Design icache_ctrl, sky130hd; sources not shown.
==> run_1/m1.png <==
Cells faint in the background.
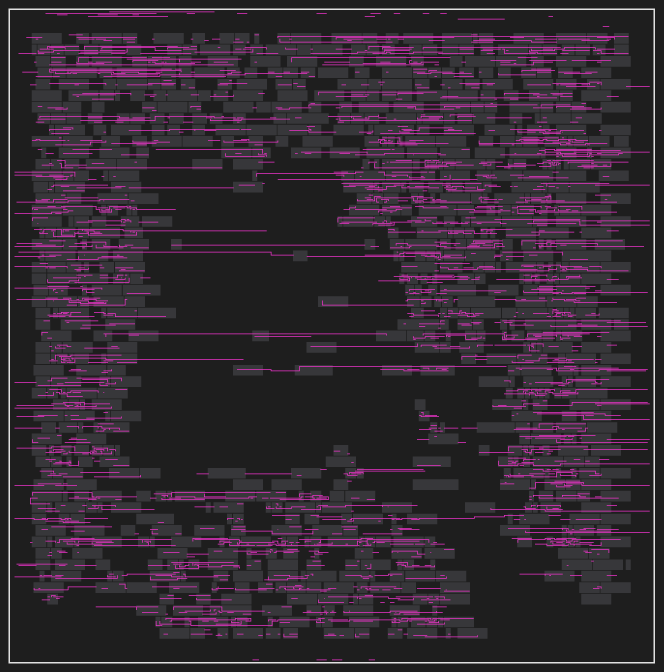
- nets with wire on the layer: 931
- main direction: horizontal
- longest straight run: 83.3 um
- wire length on this layer: 8270 um
- share of all routed wire: 39%
grt met1 use: 19.4%
vias: 5131
final WL: 21200 um

==> run_1/m2.png <==
The bar under the picture is 50 um long.
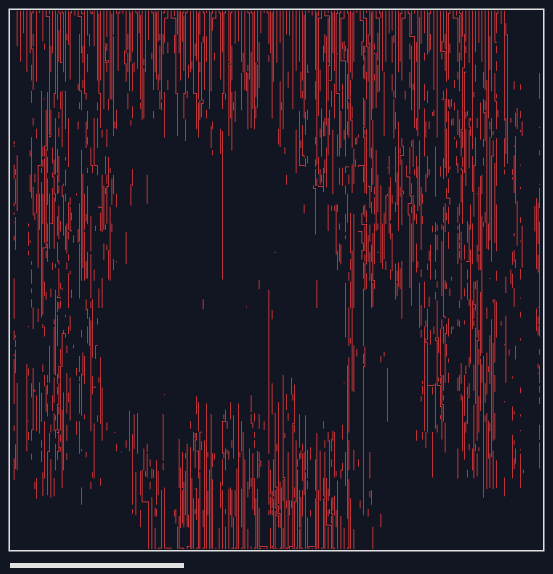
- nets with wire on the layer: 931
- longest straight run: 48.3 um
- wire length on this layer: 11000 um
- main direction: vertical
met2 global-route usage: 29.9%

==> run_1/m3.png <==
The bar under the picture is 50 um long.
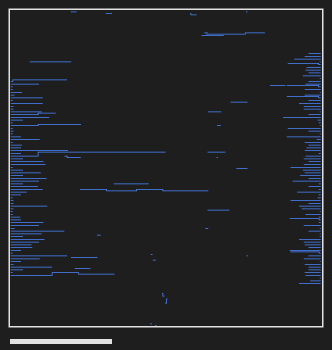
- longest straight run: 62.3 um
- nets with wire on the layer: 171
met3 Usage GRT: 6.01%

==> run_1/clock_nets.png <==
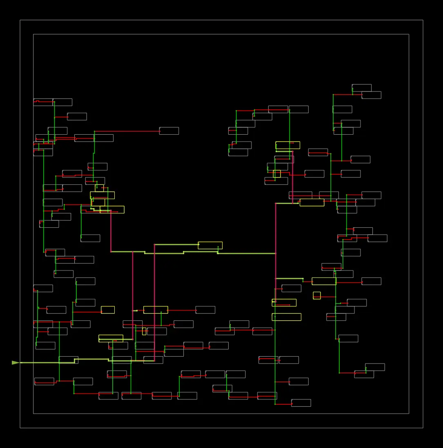
clk sinks: 103
Seq cells: 103

==> results.sh, run 1 <==
# yosys + openroad results
export IMPL_status="complete, but fails checks"
export IMPL_violations="negative setup slack"
export IMPL_cts_tree="built"
export IMPL_num_rows=53
export IMPL_area_delta_synth_final_pct=152
export IMPL_cap_violations=0
export IMPL_clk_pin_slew_ps=70
export IMPL_yosysWarnings=0
export IMPL_synth_area_sq_um=4570
export IMPL_nNetsFinal=1090
export IMPL_cts_root_buf="clkbuf_16"
export IMPL_cp_required_ps=1280
export IMPL_seq_share_pct=18.0
export IMPL_antenna_found_initial=0
export IMPL_critPathBufInv=5
export IMPL_die_width_um=153
export IMPL_p_per_area_nw_per_um2=912
export IMPL_boundaryPins=387
export IMPL_grt_overflow=0
export IMPL_p_leak_nw=4.40
export IMPL_crit_type="reg2out"
export IMPL_setup_ws_ps=-496
export IMPL_setup_viol=168
export IMPL_edf_count=0
export IMPL_ctsHoldBuffers=0
export IMPL_r2r_slack_ps=-130
export IMPL_buffers=406
export IMPL_max_freq_mhz=477
export IMPL_ys_ff=103
export IMPL_top_usage_layer="met2"
export IMPL_gp_congestion=0.752
export IMPL_die_area_sq_um=23700
export IMPL_arrival_ps=1780
export IMPL_yosysCellCount=555
export IMPL_ff_type="dfxtp_1"
export IMPL_largest_reg_flops=64
export IMPL_clkbuf_count=12
export IMPL_antenna_cells=0
export IMPL_portBuffers=362
export IMPL_cts_buffers=9
export IMPL_drc_errors=0
export IMPL_grt_max_degree=48
export IMPL_ant_nets=0
export IMPL_core_area_sq_um=20600
export IMPL_hold_viol=0
-- run 1: metrics by stage --
stage	setup slack (ps)	setup TNS, ps	hold WS [ps]	instance area (sq um)	cells
4_1_cts	-509	-41530	371	11400	1179
2_1_floorplan	-438	-36980	437	5080	560
5_1_grt	-574	-57740	395	11500	1181
6_report	-496	-44810	380	11500	1181
3_3_place_gp	-499	-58400	445	10900	1156
3_5_place_dp	-534	-59760	459	10900	1156
-- run 1: power by group --
group	switching [mW]	total, mW	internal, mW
sequential	0.199	2.93	2.73
clock	0.996	2.30	1.30
combinational	3.16	5.27	2.11
total	4.36	10.5	6.15
-- run 1: placed cells by master, fill, tap and decap left out, drive strengths merged --
master         synthesis  routed
a21o                   1       1
a21oi                 37      37
a221oi                 1       1
a22o                   3       3
a22oi                 66      66
a311o                  1       1
a32o                   1       1
and2                  70      70
buf                   50     237
bufbuf                 0       1
bufinv                 0       1
clkbuf                26      13
clkdlybuf4s50          0     166
clkinv                 0       1
clkinvlp               0       3
conb                   1       6
dfxtp                103     103
dlygate4sd2            0       1
ha                     2       2
inv                    3       2
mux2i                  2       2
nand2                 68      68
nand2b                 3       3
nand3                  2       2
nand3b                 2       2
nor2                  75      75
nor2b                 30      30
nor3                   2       2
o21a                   1       1
o21ai                  2       2
o32a                   1       1
or2                    1       1
xnor2                  1       1
-- run 1: cells by family (layout without fill, tap and decap cells) --
logic type	Yosys count	in the layout	synth area share, %
flops	103	103	45.1
mux	2	2	0.438
fa+ha+maj	2	2	0.548
compound gates	114	114	16.9
simple gates	253	253	27.0
other cells	1	6	0.0821
xor+xnor	1	1	0.192
buf+inv	79	425	9.67
-- run 1: what timing repair did --
item,CTS,global route
resized,21,23
cloned,3,1
pin swaps,14,17
buffers inserted,4,2
endpoints found under the setup margin,158,201
--- run 2 (diff from run 1) ---
ABC_AREA = 1   (was default)
CORE_AREA = 5 5 149 151   (was 5 5 148 150)
DIE_AREA = 0 0 154 156   (was 0 0 153 155)
PLACE_DENSITY = 0.74   (was 0.7)
REMOVE_ABC_BUFFERS = 1   (was default)
==> run_2/m3.png <==
The bar under the picture is 50 um long.
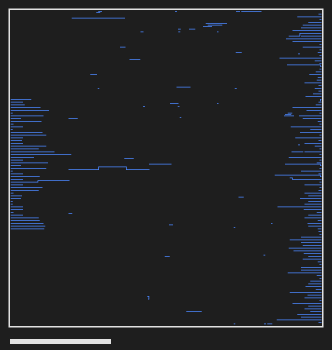
- longest straight run: 29.7 um
- nets with wire on the layer: 190
- main direction: horizontal
met3 Usage GRT: 4.11%
final WL: 23900 um

==> run_2/m4.png <==
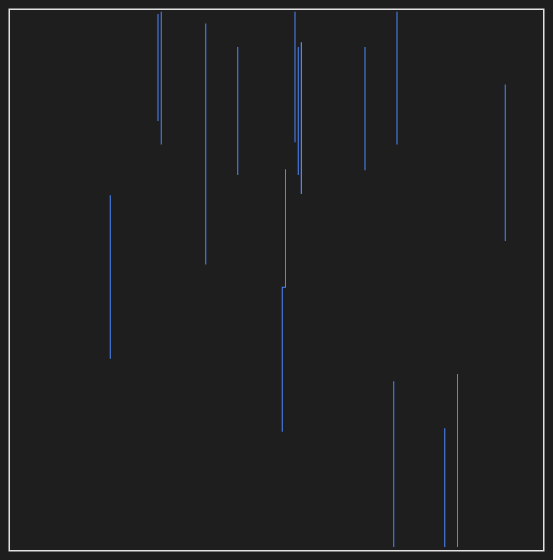
- share of all routed wire: 2.8%
- longest straight run: 69.4 um
- main direction: vertical
- nets with wire on the layer: 14
vias: 6103

==> results.sh, run 2 <==
# yosys + openroad results
export IMPL_status="complete, but fails checks"
export IMPL_violations="negative setup slack"
export IMPL_largest_reg_flops=64
export IMPL_portBuffers=362
export IMPL_setup_viol=104
export IMPL_path_max_fanout=23
export IMPL_hold_viol=0
export IMPL_p_per_area_nw_per_um2=1350
export IMPL_area_delta_synth_final_pct=122
export IMPL_final_seq_area_sq_um=2070
export IMPL_die_h_um=156
export IMPL_edf_count=0
export IMPL_cts_tree="built"
export IMPL_yosys_stat_area_sq_um=5390
export IMPL_finalInstanceArea_sq_um=12000
export IMPL_drc_errors=0
export IMPL_buffers=416
export IMPL_p_leak_nw=4.34
export IMPL_grt_overflow=0
export IMPL_synth_area_sq_um=5390
export IMPL_start_kind="register"
export IMPL_die_width_um=154
export IMPL_num_rows=53
export IMPL_period_used_pct=124
export IMPL_cts_sinks=103
export IMPL_hpwl_um=18900
export IMPL_synthCells=722
export IMPL_min_path_cells=3
export IMPL_logic_gates=484
export IMPL_die_area_sq_um=24000
export IMPL_yosysWarnings=0
export IMPL_gp_congestion=0.875
export IMPL_grt_max_degree=60
export IMPL_clk_pin_slew_ps=70
export IMPL_boundaryPins=387
export IMPL_ys_seq_share_pct=38.2
export IMPL_ant_nets=0
export IMPL_end_kind="output port"
export IMPL_arrival_ps=1670
export IMPL_drt_initial_drc_count=375
export IMPL_seq_share_pct=17.3
export IMPL_final_cell_mix="buf_12, clkdlybuf4s50_1, dfxtp_1"
export IMPL_peakVddDrop_mv=0.896
export IMPL_cts_root_buf="clkbuf_16"
export IMPL_max_freq_mhz=503
export IMPL_place_inst=1322
export IMPL_placed_area_sq_um=11300
export IMPL_ys_ff=103
export IMPL_antenna_cells=0
export IMPL_antenna_found_initial=0
export IMPL_taps=275
export IMPL_core_area_sq_um=20700
export IMPL_cp_required_ps=1280
export IMPL_yosysCellCount=722
export IMPL_clock_cell_area_share_pct=2.34
export IMPL_crit_type="reg2out"
export IMPL_synth_distinct_cells=28
export IMPL_period_minus_slack_ps=1990
export IMPL_nNetsFinal=1249
export IMPL_layoutNonFillerInstCount=1340
export IMPL_post_place_ws_ps=-258
export IMPL_cts_max_level=3
export IMPL_ff_count=103
export IMPL_r2r_slack_ps=-10
export IMPL_top_cells_by_count="nor2_1, dfxtp_1, o21ai_0"
export IMPL_cap_violations=0
export IMPL_ff_type="dfxtp_1"
export IMPL_synth_area_top_cells="dfxtp_1, o21ai_0, nand3_2"
export IMPL_hold_path_class="in2reg"
export IMPL_buffer_area_share_pct=51.7
export IMPL_setup_ws_ps=-389
export IMPL_final_common_cell="buf_12"
export IMPL_wl_per_cell_um=17.8
export IMPL_cts_buffers=9
==> run_2/clock_nets.png <==
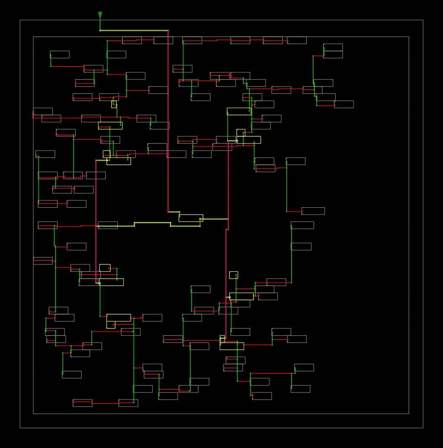
clk ins delay skew pair: 350 ps
Worst Skew: 13.6 ps
clk_buf instances: 9
total clock network power: 2.13 mW

[run 2: netlist changes by cell type after synthesis, moves of 18 or more]
cell     change
inv_1       +40
a21oi_2     +18
nand3_2     +50
a22oi_1     -66
a21oi_1     +48
o21ai_0     +99
nor2_1      +31
and2_1      -70
nor2b_1     -30
[run 2: per-layer routing]
metal	track usage, %	vias up	wire [um]
met1	20.8	2855	8750
met2	35.2	225	13000
met5	0	-	0
met4	7.11	0	665
met3	4.11	33	1460
li1	-	2990	-
[run 2: logic make-up (layout without fill, tap and decap cells)]
group / after synthesis / after routing / synth area share, %
buffers and inverters: 140 / 478 / 14.9
other: 1 / 6 / 0.0695
DFF: 103 / 103 / 38.2
adders and majority gates: 2 / 2 / 0.464
AOI/OAI and AO/OA: 206 / 206 / 20.5
and+or+nand+nor: 270 / 270 / 25.9
[run 2: where the power goes]
part	switching (mW)	internal [mW]
Clock	1.06	1.07
Combinational	7.10	3.68
Sequential	0.347	2.93
[run 2: repair_timing]
item / 4_1_cts / 5_1_grt
setup buffers: 2 / 0
gates resized: 100 / 29
endpoints found under the setup margin: 135 / 170
hold buffers: 0 / 0
pin swaps: 2 / 1
[run 2: per-stage QoR]
step / TNS, ps / power (mW) / hold slack (ps)
2_1_floorplan: -464420 / 8.97 / 382
3_3_place_gp: -13300 / 13.7 / 437
3_5_place_dp: -14980 / 13.8 / 450
4_1_cts: -31140 / 16.3 / 390
5_1_grt: -40090 / 16.8 / 407
6_report: -29220 / 16.2 / 397
[run 2: worst max-delay path: stages, from the launching register on]
cell	delay, ps
dfxtp_4	360
inv_4	80
nand2_4	60
nor2_4	110
nor2_4	50
inv_4	60
nor2_4	40
buf_12	160
nor2_1	190
buf_12	200
No activity file was given, so power comes from the tool's default toggle rates.
